### Supply network

Scale: 3 px per um. Pins as bars on the die edge.
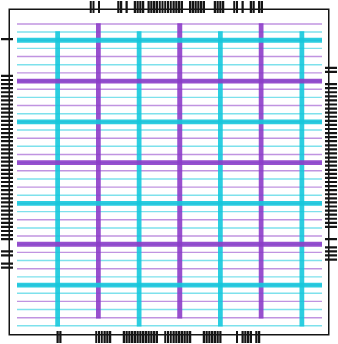
### Routed clock nets over the placement

Scale: 6 px per um.
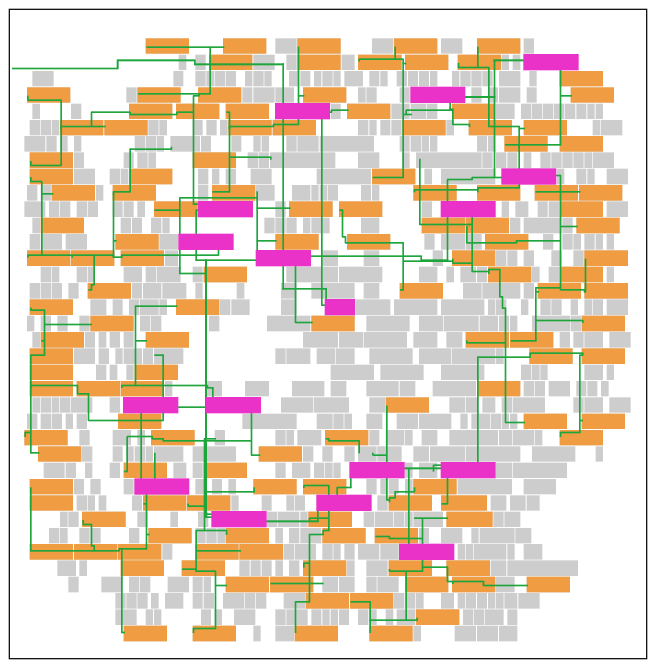
==> config.mk <==
export PLATFORM = sky130hd
export DESIGN_NAME = h_bdy_fe_seq
export DESIGN_NICKNAME = d
export VERILOG_FILES = /design/src/rtl/h_bdy_fe_seq.sv
export SDC_FILE = /design/constraint.sdc
export NUM_CORES = 1
export LEC_CHECK = 0
export CORE_AREA = 2 2 104 106
export DETAILED_ROUTE_END_ITERATION = 6
export DIE_AREA = 0 0 106 108
export DONT_BUFFER_PORTS = 1
export HOLD_SLACK_MARGIN = 0.03
export PLACE_DENSITY = 0.67
export SLEW_MARGIN = 25
export SYNTH_ARGS = -nofsm -noshare
export SYNTH_HDL_FRONTEND = slang
export SYNTH_SLANG_ARGS = --single-unit
==> constraint.sdc <==
create_clock -name clk -period 1.7 [get_ports clk]
set_input_delay 0.34 -clock clk [delete_from_list [all_inputs] [get_ports clk]]
set_output_delay 0.34 -clock clk [all_outputs]
set_load 0.01 [all_outputs]
==> job_summary.md <==
## Implementation flow summary

| Metric | Value |
|---|---|
| Clock buf count | 21 |
| Sink Count | 134 |
| Clock-pin slew on the worst setup and hold paths | 0.06 ns |
| DR top layer | met4 |
| Total grt overflow | 0 |
| Ys Warns | 0 |
| Syn avg cell area | 8.20 um^2 |
| DR vias/cell | 5.85 |
| RSZ-0062 raised after global routing | yes |
| P_comb | 6.47 mW |
| Post_cts resized | 28 |
| R2r worst-path depth | 10 |
| Crit end category | register |
| Area-dominant class | flip-flops and latches |
| Cell Rows | 37 |
| WL final | 17,200 um |
| Seq area share | 38.3% |
| Status | finished, violations left |
| Final cell count without fillers | 826 |
| CTS tree | built |
| Pwr dens | 2000 nW/um^2 |
| Pre-antenna DRT Iters | 5 |
| EDFF count, synth | 0 |
| Registers | 134 |
| Setup Total Neg Slack | -0.879 ns |
| Share of layout cells above drive strength 1 | 22.9% |
| Flop2flop setup slack | -0.09 ns |
| Post-synth top area cell | dfxtp_1 |
| Top cell type's share of synthesized area | 52.7% |
| Max Root-Sink Buffers | 2 |
| Largest net degree at the start of global routing | 63 |
| Hold WS | 0.0941 ns |
| Bufs w/o clock | 91 |
| Final slew viol count | 0 |
| Yosys stat area | 5090 um^2 |
| Number of OpenROAD warnings | 31 |
| Placed inst area | 5300 um^2 |
| Crit path kind | reg -> reg |
| Post-Synthesis Cells | 621 |
| Tap Count | 136 |
| Clock buffer count from CTS | 17 |
| Worst-skew pair later-pin latency | 0.52 ns |
| Setup WS pre-CTS | -0.308 ns |
| Placed Instances | 731 |
| Hpwl dp | 9680 um |
| Ys cells | 621 |
| Register area | 2690 um^2 |
| Via count | 4,833 |
| Leak | 2.37 nW |
| Seq. pwr | 3.91 mW |
| Int Power | 8.53 mW |
| Fraction of area in multi-input gates | 34.8% |
| I/O pins | 174 |
| DR iter-0 viols | 483 |
| H-tree depth | 4 |
| Clock-cell share of area | 8.39% |
| Non-clock buffer share | 15.8% |
| CP arrival | 2.23 ns |
| Most frequent cells after synthesis | a21oi_1 (135), nand2_1 (135), dfxtp_1 (134) |
| Largest power group | combinational logic |
| Final Setup Violations | 41 |
| Setup Fix Bufs, Post-CTS | 10 |
| Worst-Margin Slew | 0.555 ns |
| Relative slew slack | 63.0% |
| Max-capacitance violation count | 0 |
| Area added between synthesis and finish | 37.7% |
| Asr flop ratio synth | 0% |
| Combinational Power Share | 46.2% |
| Port bufs | 0 |
| # DRC | 0 |
| Crit path time final | 1.79 ns |
| Sequential share of power | 27.9% |
| Syn_nets | 664 |
| Post-DR wirelength/cell | 20.8 um |
| Sw frac | 39.0% |
| Hold Path Depth | 2 |
| Failing checks | setup timing |
| Root Buffer | clkbuf_8 |
| Switching Power | 5.46 mW |
| Nets | 721 |
| Clk pwr share | 25.8% |
| Logic area | 2440 um^2 |
| Initial antenna violation count | 0 |
| Final worst setup slack | -0.0943 ns |
| Final Core Density | 68.5% |
| Registers, synthesis | 134 |
| Top cells, area | dfxtp_1 (53%), a21oi_1 (13%), nand3_1 (13%) |
| Sequential-to-total area share from yosys stat | 52.7% |
| Number of global-route vias before repair | 4,650 |
| Worst Path Max Fanout | 6 |
| DR WL met3 | 1820 um |
| Non-CTS inverters | 5 |
| First-pass GRT wire length | 25,100 um |
| Initial cell density of the core | 49.7% |
| Power Total | 14.0 mW |
| Type of origin of the critical path | register |
About 'Supply network':
purple -> VDD
cyan -> VSS
signal pins = 174
met4 straps = 7
Core Box Area: 10,200 um^2
die width: 106 um
die span in y: 108 um
worst vdd ir: 0.00101 V

About 'Routed clock nets over the placement':
magenta -> cells driving clock nets  # count 17
orange -> flip-flops  # count 134
green -> clock wires  # length 1,590 um
routed clock nets = 18
flops lie = spread over the die
worst clock skew: 0.00662 ns
Power Clock: 3.61 mW

-- per-layer routing --
| metal | global-route usage (%) | up-vias |
|---|---|---|
| met5 | 0 | - |
| met4 | 8.83 | 0 |
| met3 | 10.8 | 36 |
| met2 | 46.6 | 258 |
| met1 | 35.2 | 2284 |
| li1 | - | 2255 |
-- worst max-delay path, cell delays in order, from the launching register on --
cell and delay, ns:
dfxtp_2 0.35, inv_4 0.05, ha_4 0.18, buf_8 0.14
mux2i_1 0.12, buf_4 0.16, a21oi_4 0.13, buf_12 0.15
buf_12 0.13, nand3_1 0.08, a21oi_1 0.20
-- kinds of logic after synthesis --
logic type | synth area share [%]
AOI/OAI and AO/OA | 15.5
DFF | 52.7
and+or+nand+nor | 23.5
xor gates and xnor gates | 0.172
adders and majority gates | 0.983
buffers and inverters | 6.69
muxes | 0.467
Power is estimated from default activity; no workload was simulated.
